[src/rtl/disp_pkg.sv]
// Shared types for the multiplexed seven-segment scan controller.
// Latency: n/a (types and constants only).
// Backpressure: n/a.
package disp_pkg;

    localparam int DIGITS_MAX = 8;

    typedef logic [3:0] nibble_t;

    typedef enum logic {
        BLANK = 1'b0,
        DRIVE = 1'b1
    } scan_state_t;

endpackage

[src/rtl/scan_timer.sv]
// Dwell counter: counts 0..tc, pulses expire on the cycle the count reaches tc.
// Latency: expire is combinational from the count; the count restarts at 0 after expiry.
// Backpressure: none, free-running.
// Ports: clk, reset (sync, active-high), tc (terminal count for the current dwell), expire.
module scan_timer #(
    parameter int W = 8
) (
    input  logic         clk,
    input  logic         reset,
    input  logic [W-1:0] tc,
    output logic         expire
);

    logic [W-1:0] cnt;

    assign expire = (cnt == tc);

    always_ff @(posedge clk) begin
        if (reset) begin
            cnt <= '0;
        end else if (expire) begin
            cnt <= '0;
        end else begin
            cnt <= cnt + 1'b1;
        end
    end

endmodule

[src/rtl/display_scan_ctrl.sv]
// Multiplexed digit scanner: BLANK gap then DRIVE dwell per digit, double-buffered frames.
// Latency: all outputs registered; a loaded frame appears at the next frame boundary.
// Backpressure: load_ready drops while the one-entry pending buffer is full.
// Ports: clk, reset (sync, active-high), load_valid/load_ready/load_data/load_blank frame
// input, dec_val (to external seven_seg), dig_en (one-hot digit select), frame_done pulse.
// Optional macro DISPLAY_SCAN_BLINK_EN adds load_blink and parameter BLINK_FRAMES.
module display_scan_ctrl
    import disp_pkg::*;
#(
    parameter int NUM_DIGITS = 4,
    parameter int SCAN_DIV   = 1000,
    parameter int BLANK_CYC  = 2
`ifdef DISPLAY_SCAN_BLINK_EN
    ,parameter int BLINK_FRAMES = 32
`endif
) (
    input  logic                    clk,
    input  logic                    reset,
    input  logic                    load_valid,
    output logic                    load_ready,
    input  logic [4*NUM_DIGITS-1:0] load_data,
    input  logic [NUM_DIGITS-1:0]   load_blank,
`ifdef DISPLAY_SCAN_BLINK_EN
    input  logic [NUM_DIGITS-1:0]   load_blink,
`endif
    output logic [3:0]              dec_val,
    output logic [NUM_DIGITS-1:0]   dig_en,
    output logic                    frame_done
);

    localparam int IDX_W     = $clog2(NUM_DIGITS);
    localparam int DWELL_MAX = (SCAN_DIV > BLANK_CYC) ? SCAN_DIV : BLANK_CYC;
    localparam int TW        = $clog2(DWELL_MAX) + 1;
    localparam logic [IDX_W-1:0]      IDX_LAST = IDX_W'(NUM_DIGITS - 1);
    localparam logic [NUM_DIGITS-1:0] DIG0     = NUM_DIGITS'(1);

    scan_state_t state, state_nxt;
    logic [IDX_W-1:0] idx, idx_nxt;
    logic [TW-1:0]    tc;
    logic             expire;
    logic             boundary;
    logic             accept;
    logic             apply;

    nibble_t [NUM_DIGITS-1:0] act_nib, pend_nib, act_nib_nxt;
    logic [NUM_DIGITS-1:0]    act_blank, pend_blank, act_blank_nxt;
    logic                     pend_vld;
    logic [NUM_DIGITS-1:0]    dark_nxt;
    logic [3:0]               dec_val_nxt;
    logic [NUM_DIGITS-1:0]    dig_en_nxt;

    // Terminal count for the dwell of the state currently being held.
    assign tc = (state == BLANK) ? TW'(BLANK_CYC - 1) : TW'(SCAN_DIV - 1);

    scan_timer #(.W(TW)) u_timer (
        .clk    (clk),
        .reset  (reset),
        .tc     (tc),
        .expire (expire)
    );

    assign load_ready = ~pend_vld;
    assign accept     = load_valid & ~pend_vld;
    assign boundary   = (state == DRIVE) && expire && (idx == IDX_LAST);
    // Pending is only promoted at a frame boundary so the active frame never changes mid-scan.
    assign apply      = boundary & pend_vld;

    // Next-state logic.
    always_comb begin
        state_nxt = state;
        idx_nxt   = idx;
        if (expire) begin
            if (state == BLANK) begin
                state_nxt = DRIVE;
            end else begin
                state_nxt = BLANK;
                idx_nxt   = (idx == IDX_LAST) ? '0 : idx + 1'b1;
            end
        end
    end

    assign act_nib_nxt   = apply ? pend_nib   : act_nib;
    assign act_blank_nxt = apply ? pend_blank : act_blank;

`ifdef DISPLAY_SCAN_BLINK_EN
    localparam int BW = $clog2(BLINK_FRAMES) + 1;
    logic [NUM_DIGITS-1:0] act_blink, pend_blink, act_blink_nxt;
    logic [BW-1:0]         blink_cnt, blink_cnt_nxt;
    logic                  blink_phase, blink_phase_nxt;

    assign act_blink_nxt = apply ? pend_blink : act_blink;

    always_comb begin
        blink_cnt_nxt   = blink_cnt;
        blink_phase_nxt = blink_phase;
        if (boundary) begin
            if (blink_cnt == BW'(BLINK_FRAMES - 1)) begin
                blink_cnt_nxt   = '0;
                blink_phase_nxt = ~blink_phase;
            end else begin
                blink_cnt_nxt = blink_cnt + 1'b1;
            end
        end
    end

    assign dark_nxt = act_blank_nxt | (blink_phase_nxt ? act_blink_nxt : '0);

    always_ff @(posedge clk) begin
        if (reset) begin
            act_blink   <= '0;
            pend_blink  <= '0;
            blink_cnt   <= '0;
            blink_phase <= 1'b0;
        end else begin
            act_blink   <= act_blink_nxt;
            blink_cnt   <= blink_cnt_nxt;
            blink_phase <= blink_phase_nxt;
            if (accept) begin
                pend_blink <= load_blink;
            end
        end
    end
`else
    assign dark_nxt = act_blank_nxt;
`endif

    // Output decode from next-cycle values, so the registered outputs line up with the state.
    always_comb begin
        dec_val_nxt = act_nib_nxt[idx_nxt];
        dig_en_nxt  = '0;
        if ((state_nxt == DRIVE) && !dark_nxt[idx_nxt]) begin
            dig_en_nxt = DIG0 << idx_nxt;
        end
    end

    // State, buffers and output registers.
    always_ff @(posedge clk) begin
        if (reset) begin
            state      <= BLANK;
            idx        <= '0;
            act_nib    <= '0;
            act_blank  <= '1;
            pend_nib   <= '0;
            pend_blank <= '1;
            pend_vld   <= 1'b0;
            dec_val    <= '0;
            dig_en     <= '0;
            frame_done <= 1'b0;
        end else begin
            state      <= state_nxt;
            idx        <= idx_nxt;
            act_nib    <= act_nib_nxt;
            act_blank  <= act_blank_nxt;
            // accept needs pend_vld low and apply needs it high, so they never collide.
            pend_vld   <= accept | (pend_vld & ~boundary);
            if (accept) begin
                pend_nib   <= load_data;
                pend_blank <= load_blank;
            end
            dec_val    <= dec_val_nxt;
            dig_en     <= dig_en_nxt;
            frame_done <= boundary;
        end
    end

endmodule

[config.mk]
export PLATFORM = sky130hd
export DESIGN_NAME = display_scan_ctrl
export DESIGN_NICKNAME = d
export VERILOG_FILES = /design/src/rtl/disp_pkg.sv /design/src/rtl/scan_timer.sv /design/src/rtl/display_scan_ctrl.sv
export SDC_FILE = /design/constraint.sdc
export NUM_CORES = 1
export LEC_CHECK = 0
export CAP_MARGIN = 15
export CORE_ASPECT_RATIO = 0.7
export CORE_UTILIZATION = 59
export DETAILED_ROUTE_END_ITERATION = 10
export PLACE_DENSITY = 0.83
export SYNTH_ARGS = -nofsm -noshare
export SYNTH_HDL_FRONTEND = slang
export SYNTH_SLANG_ARGS = --single-unit
[constraint.sdc]
create_clock -name clk -period 4.3 [get_ports clk]
set_clock_uncertainty 0.15 [all_clocks]
set_input_delay 0.86 -clock clk [delete_from_list [all_inputs] [get_ports clk]]
set_output_delay 0.86 -clock clk [all_outputs]
set_load 0.03 [all_outputs]
Run 1, drive-strength map:
The bar under the picture is 20 µm long.
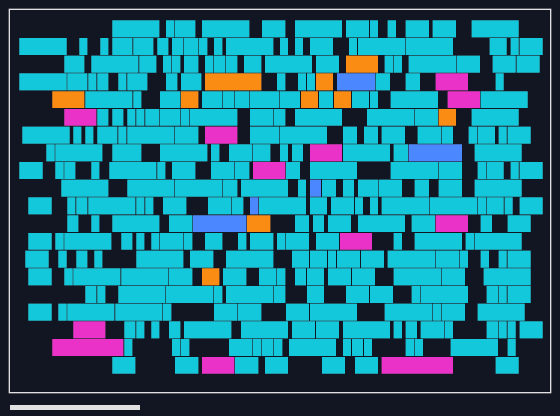
Magenta is x6 and larger, cells 12, share 3.7%, most used clkbuf_8. Cyan is x1 and smaller, cells 300, share 92%, most used dfxtp_1. Orange is x3 and x4, cells 10, share 3.1%, most used buf_4. Blue is x2, cells 5, share 1.5%, most used mux4_2.
Final Instance Area: 3270 µm²
minimum setup slack in the final design: 1.16 ns
area growth from synthesis to layout: 21.0%
Buffers, non-clock: 36

Run 1, the clock network:
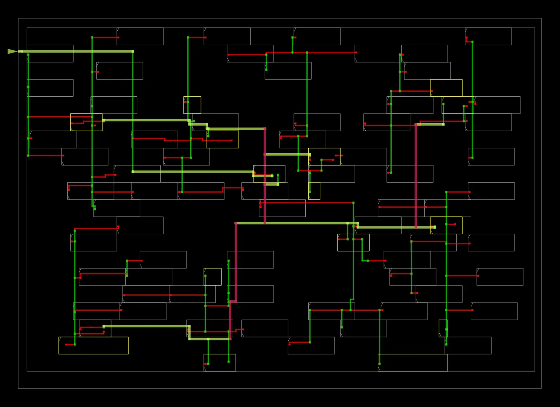
CTS sink cnt: 64
total clock network power: 0.000568 W
clock buf count: 11
num sequential: 64

Run 1, I/O nets highlighted:
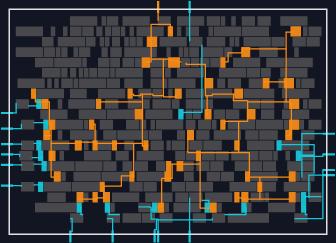
Orange is `reset`, bits 1, direction input, edge north, end cells 51, buffers 2, wire 390 µm. Cyan is `load_data`, bits 16, direction input, edge 6 west, 5 south, 4 east, 1 north, end cells 16, buffers 16, wire 219 µm.

-- run 1: worst min-delay path by stage --
stage                     cells past startpoint        endpoint
after floorplan                               1  u_timer.cnt[0]
after global placement                        2    pend_nib[15]
after detailed placement                      2    pend_nib[11]
after CTS                                     2    pend_nib[11]
after global routing                          2    pend_nib[14]
final                                         2    pend_nib[11]
-- run 1: cell type report --
cell class                      instances  area (µm²)  share of cell area, %
Clock inverter                          5        80.1                   2.45
Clock buffer                           11         141                   4.32
Tap cell                               55        68.8                   2.10
Multi-Input combinational cell        207        1340                   40.8
Sequential cell                        64        1280                   39.1
Timing Repair Buffer                   36         350                   10.7
Inverter                                4        15.0                  0.459
==> summary.txt, run 1 <==
reg2reg path depth: 10
reported sequential group power: 0.000623 W
cell resize tally after clock tree synthesis: 0
total gr overflow: 0
count of warnings emitted by yosys: 0
capturing element of the worst setup path: dec_val[2]
floorplan die height: 58.7 µm
wire per inst: 13.9 µm
final HPWL from detailed placement: 3500 µm
Worst setup startpoint: u_timer.cnt[1]
area of the die: 4860 µm²
number of buffers added by the clock tree synthesis step: 9
Layout Cells excl Fill: 382
maximum cell stage delay along the critical path: 0.53 ns
Peak Freq: 318 MHz
arithmetic-cell share of the synthesized area counting full adders, half adders and majority gates: 1.39%
Logic family by area: simple AND/OR/NAND/NOR gates
leakage: 1.38 nW
post-cts hold-fix buffer tally: 0
wire length of the first global-routing pass: 9030 µm
cell total after placement: 366
antenna diode count: 0
Post-synth seq share: 47.4%
reported combinational group power: 0.0000829 W
met2 layer usage reported by global route: 36.2%
clock network fraction of design power: 44.6%
transition time of the tightest slew-check pin: 0.821 ns
number of antenna violations at the first check in global routing: 0
total wirelength of the detailed-routed design: 5330 µm
met1 demand-to-capacity share in global routing: 31.6%
run status: finished clean
hold path startpoint: pend_nib[11]
vias after detailed routing: 2049
Finish-stage setup viols: 0
worst-case register-to-register setup slack: 1.16 ns
crit share post-route: 73.1%
unique cell type count in the Yosys netlist: 40
RSZ-0062 raised after global routing: false
global-route usage over all layers: 24.0%
## Run 2: what changed since run 1
--- a/config.mk
+++ b/config.mk
@@ -7,9 +7,9 @@
 export LEC_CHECK = 0
 export CAP_MARGIN = 15
 export CORE_ASPECT_RATIO = 0.7
-export CORE_UTILIZATION = 59
+export CORE_UTILIZATION = 55
 export DETAILED_ROUTE_END_ITERATION = 10
-export PLACE_DENSITY = 0.83
+export PLACE_DENSITY = 0.78
 export SYNTH_ARGS = -nofsm -noshare
 export SYNTH_HDL_FRONTEND = slang
 export SYNTH_SLANG_ARGS = --single-unit
==> constraint.sdc (replaced) <==
create_clock -name clk -period 3.1 [get_ports clk]
set_clock_uncertainty 0.15 [all_clocks]
set_input_delay 0.62 -clock clk [delete_from_list [all_inputs] [get_ports clk]]
set_output_delay 0.62 -clock clk [all_outputs]
set_load 0.03 [all_outputs]
Run 2, drive-strength map:
The bar under the picture is 20 µm long.
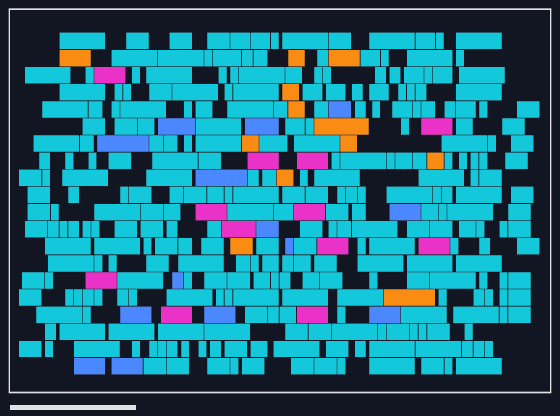
Magenta is x6 and larger, cells 12, share 3.7%, most used clkbuf_8. Orange is x3 and x4, cells 12, share 3.7%, most used buf_4. Cyan is x1 and smaller, cells 290, share 88%, most used dfxtp_1. Blue is x2, cells 14, share 4.3%, most used mux2i_2.

==> run 2 against run 1 <==
Compared with the run above: cell count increased by 3.1%; clock power increased by 5.1%; worst setup slack got worse by 0.95 ns; critical path depth unchanged; worst hold slack improved by 0.0075 ns; core utilization decreased by 1.6 points; via count increased by 1.7%; count of clock-buffer cells in the layout increased by 1; largest power group unchanged.
==> summary.txt, run 2 <==
unique cell type count in the Yosys netlist: 40 (unchanged)
crit share post-route: 93.4% (+20 points)
post-cts hold-fix buffer tally: 0 (unchanged)
global-route usage over all layers: 23.1% (-0.92 points)
Area leader share: 47.4%
capturing element of the worst setup path: dec_val[3]
kind of cell adding the most delay to the critical path: simple AND/OR/NAND/NOR gates
max-capacitance violation count: 0
leakage: 1.34 nW (-2.8%)
area growth from synthesis to layout: 22.4%
maximum cell stage delay along the critical path: 0.51 ns (-0.02 ns)
number of antenna violations at the first check in global routing: 0 (unchanged)
cell count of the worst hold path: 2 (unchanged)
minimum setup slack in the final design: 0.203 ns (-0.955 ns)
wire per inst: 14.5 µm (+3.8%)
worst-case register-to-register setup slack: 0.20 ns (-0.95 ns)
antenna diode count: 0 (unchanged)
Layout Cells excl Fill: 394 (+3.1%)
count of warnings emitted by yosys: 0 (unchanged)
most instantiated library cell after synthesis: dfxtp_1
met1 demand-to-capacity share in global routing: 35.2% (+3.6 points)
Final Instance Area: 3310 µm² (+1.1%)
Worst setup startpoint: u_timer.cnt[1]
CTS sink cnt: 64 (unchanged)
transition time of the tightest slew-check pin: 0.715 ns (-0.106 ns)
arithmetic-cell share of the synthesized area counting full adders, half adders and majority gates: 1.39% (unchanged)
clock network fraction of design power: 37.6% (-7.0 points)
wire length of the first global-routing pass: 8830 µm (-2.2%)
number of buffers added by the clock tree synthesis step: 9 (unchanged)
net count of the mapped netlist: 316
Post-synth seq share: 47.4% (unchanged)
area of the die: 5210 µm² (+7.1%)
run status: finished clean
ratio of routed vias to standard cells: 5.29
Finish-stage setup viols: 0 (unchanged)
floorplan die height: 60.7 µm (+3.5%)
Peak Freq: 345 MHz (+8.5%)
combinational fraction of design power: 7.8%
vias after detailed routing: 2083 (+1.7%)
hold path startpoint: pend_nib[12]
total wirelength of the detailed-routed design: 5700 µm (+7.0%)
cell total after placement: 381 (+4.1%)
cell resize tally after clock tree synthesis: 0 (unchanged)
number of hold violations in the final report: 0
Logic family by area: simple AND/OR/NAND/NOR gates
met2 layer usage reported by global route: 30.1% (-6.1 points)
total gr overflow: 0 (unchanged)
reg2reg path depth: 10 (unchanged)
Run 2, the clock network:
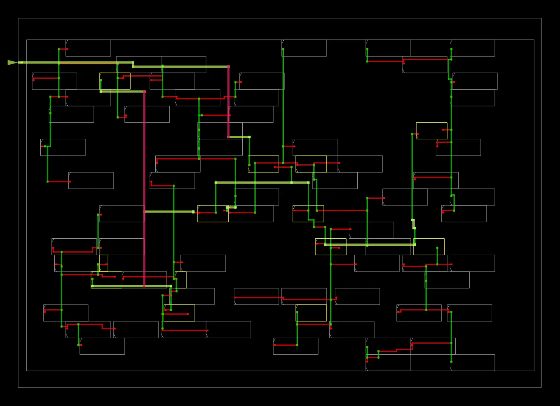
clock buf count: 12
clock insertion delay at the later pin of the skew report: 0.33 ns

==> run 2: area by class of cell <==
type | count | area, µm² | share of cell area (%)
timing repair buffer | 40 | 388 | 11.7
multi-input combinational | 207 | 1390 | 41.8
clock inverter | 1 | 5.00 | 0.151
clock buffer | 12 | 155 | 4.68
inverter | 4 | 15.0 | 0.453
sequential | 64 | 1280 | 38.7
tap | 66 | 82.6 | 2.49
==> run 2: power groups by stage <==
stage	clock network (W)	registers (W)	logic, W
2_1_floorplan	0	0.000877	0.0000728
3_3_place_gp	0	0.000881	0.000119
3_5_place_dp	0	0.000882	0.000121
4_1_cts	0.000608	0.000864	0.000122
5_1_grt	0.000651	0.000868	0.000140
6_report	0.000597	0.000866	0.000125
## Run 3: what changed since run 2
--- a/config.mk
+++ b/config.mk
@@ -8,8 +8,11 @@
 export CAP_MARGIN = 15
 export CORE_ASPECT_RATIO = 0.7
 export CORE_UTILIZATION = 55
+export CTS_BUF_LIST = sky130_fd_sc_hd__clkbuf_4 sky130_fd_sc_hd__clkbuf_8 sky130_fd_sc_hd__clkbuf_16
 export DETAILED_ROUTE_END_ITERATION = 10
 export PLACE_DENSITY = 0.78
+export SLEW_MARGIN = 20
 export SYNTH_ARGS = -nofsm -noshare
 export SYNTH_HDL_FRONTEND = slang
+export SYNTH_HIERARCHICAL = 1
 export SYNTH_SLANG_ARGS = --single-unit
Run 3, drive-strength map:
The bar under the picture is 20 µm long.
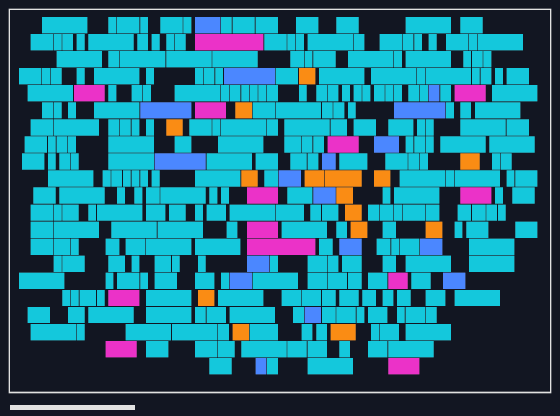
Orange is x3 and x4, cells 15, share 4.3%, most used buf_4. Blue is x2, cells 17, share 4.9%, most used nor3_2. Magenta is x6 and larger, cells 13, share 3.7%, most used clkbuf_8. Cyan is x1 and smaller, cells 302, share 87%, most used nand2_1.
area growth from synthesis to layout: 23.4%
Final Instance Area: 3360 µm²
minimum setup slack in the final design: 0.205 ns
Buffers, non-clock: 43

==> run 3 against run 2 <==
Compared with the run above: routed wire length grew 2.3%; total power grew 14%; synthesized cell count grew 4.8%; critical endpoint is now dec_val[2]; largest cell class unchanged; highest routed layer unchanged.
==> summary.txt, run 3 <==
run status: finished clean
cell count of the worst hold path: 2 (unchanged)
arithmetic-cell share of the synthesized area counting full adders, half adders and majority gates: 1.38% (-0.0096 points)
reg2reg path depth: 8 (-2)
area of the die: 5240 µm² (+0.68%)
vias after detailed routing: 2246 (+7.8%)
number of hold violations in the final report: 0 (unchanged)
count of warnings emitted by yosys: 6 (+6)
met1 demand-to-capacity share in global routing: 33.0% (-2.2 points)
total gr overflow: 0 (unchanged)
cell total after placement: 400 (+5.0%)
clock insertion delay at the later pin of the skew report: 0.35 ns (+0.02 ns)
Layout Cells excl Fill: 416 (+5.6%)
met2 layer usage reported by global route: 36.8% (+6.8 points)
CTS sink cnt: 64 (unchanged)
combinational fraction of design power: 7.1% (-0.7 points)
wire length of the first global-routing pass: 9560 µm (+8.3%)
global-route usage over all layers: 24.7% (+1.7 points)
worst-case register-to-register setup slack: 0.21 ns (about the same)
reported sequential group power: 0.000865 W (about the same)
kind of cell adding the most delay to the critical path: simple AND/OR/NAND/NOR gates
ratio of routed vias to standard cells: 5.40 (+2.1%)
antenna diode count: 0 (unchanged)
crit share post-route: 93.4% (about the same)
Logic family by area: simple AND/OR/NAND/NOR gates
reported combinational group power: 0.000129 W (+3%)
total wirelength of the detailed-routed design: 5830 µm (+2.3%)
number of buffers added by the clock tree synthesis step: 9 (unchanged)
wire per inst: 14.0 µm (-3.1%)
post-cts hold-fix buffer tally: 0 (unchanged)
leakage: 1.27 nW (-5.2%)
hold path startpoint: act_nib[10]
Area leader share: 47.0% (-0.33 points)
number of antenna violations at the first check in global routing: 0 (unchanged)
max-capacitance violation count: 0 (unchanged)
floorplan die height: 60.9 µm (+0.34%)
clock network fraction of design power: 45.1% (+7.5 points)
DR DRC count: 0
Peak Freq: 345 MHz (about the same)
Post-synth seq share: 47.0% (-0.33 points)
Run 3, the clock network:
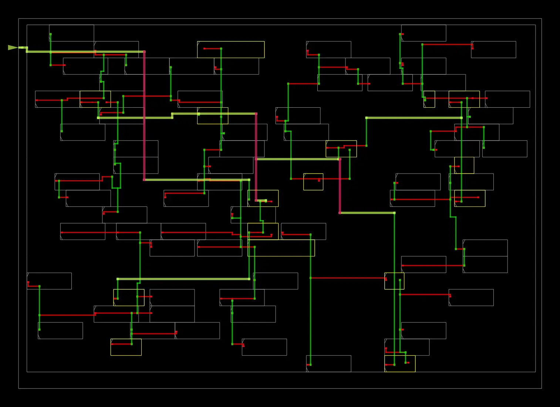
total clock network power: 0.000817 W
clock buf count: 10

## run 3: cell families after synthesis
logic type               Yosys count
AND/OR/NAND/NOR                  138
flip-flops                        64
AND-OR/OR-AND                     46
buffers and inverters             21
XOR/XNOR                          20
multiplexers                      10
adder cells (fa/ha/maj)            3
other                              2
## run 3: how the worst max path moves through the flow
stage,start,endpoint,cells after the start
2_1_floorplan,state,dec_val[3],9
3_3_place_gp,state,dec_val[1],7
3_5_place_dp,state,dec_val[1],7
4_1_cts,state,dec_val[2],8
5_1_grt,state,dec_val[3],8
6_report,state,dec_val[2],8
## run 3: cell type report
class,count,area (µm²)
Inverter,3,11.3
Clock inverter,6,91.3
Timing Repair Buffer,43,398
Tap cell,69,86.3
Multi-Input combinational cell,221,1360
Clock buffer,10,138
Sequential cell,64,1280
Fill cell,383,1420
Power and IR drop assume default switching activity.
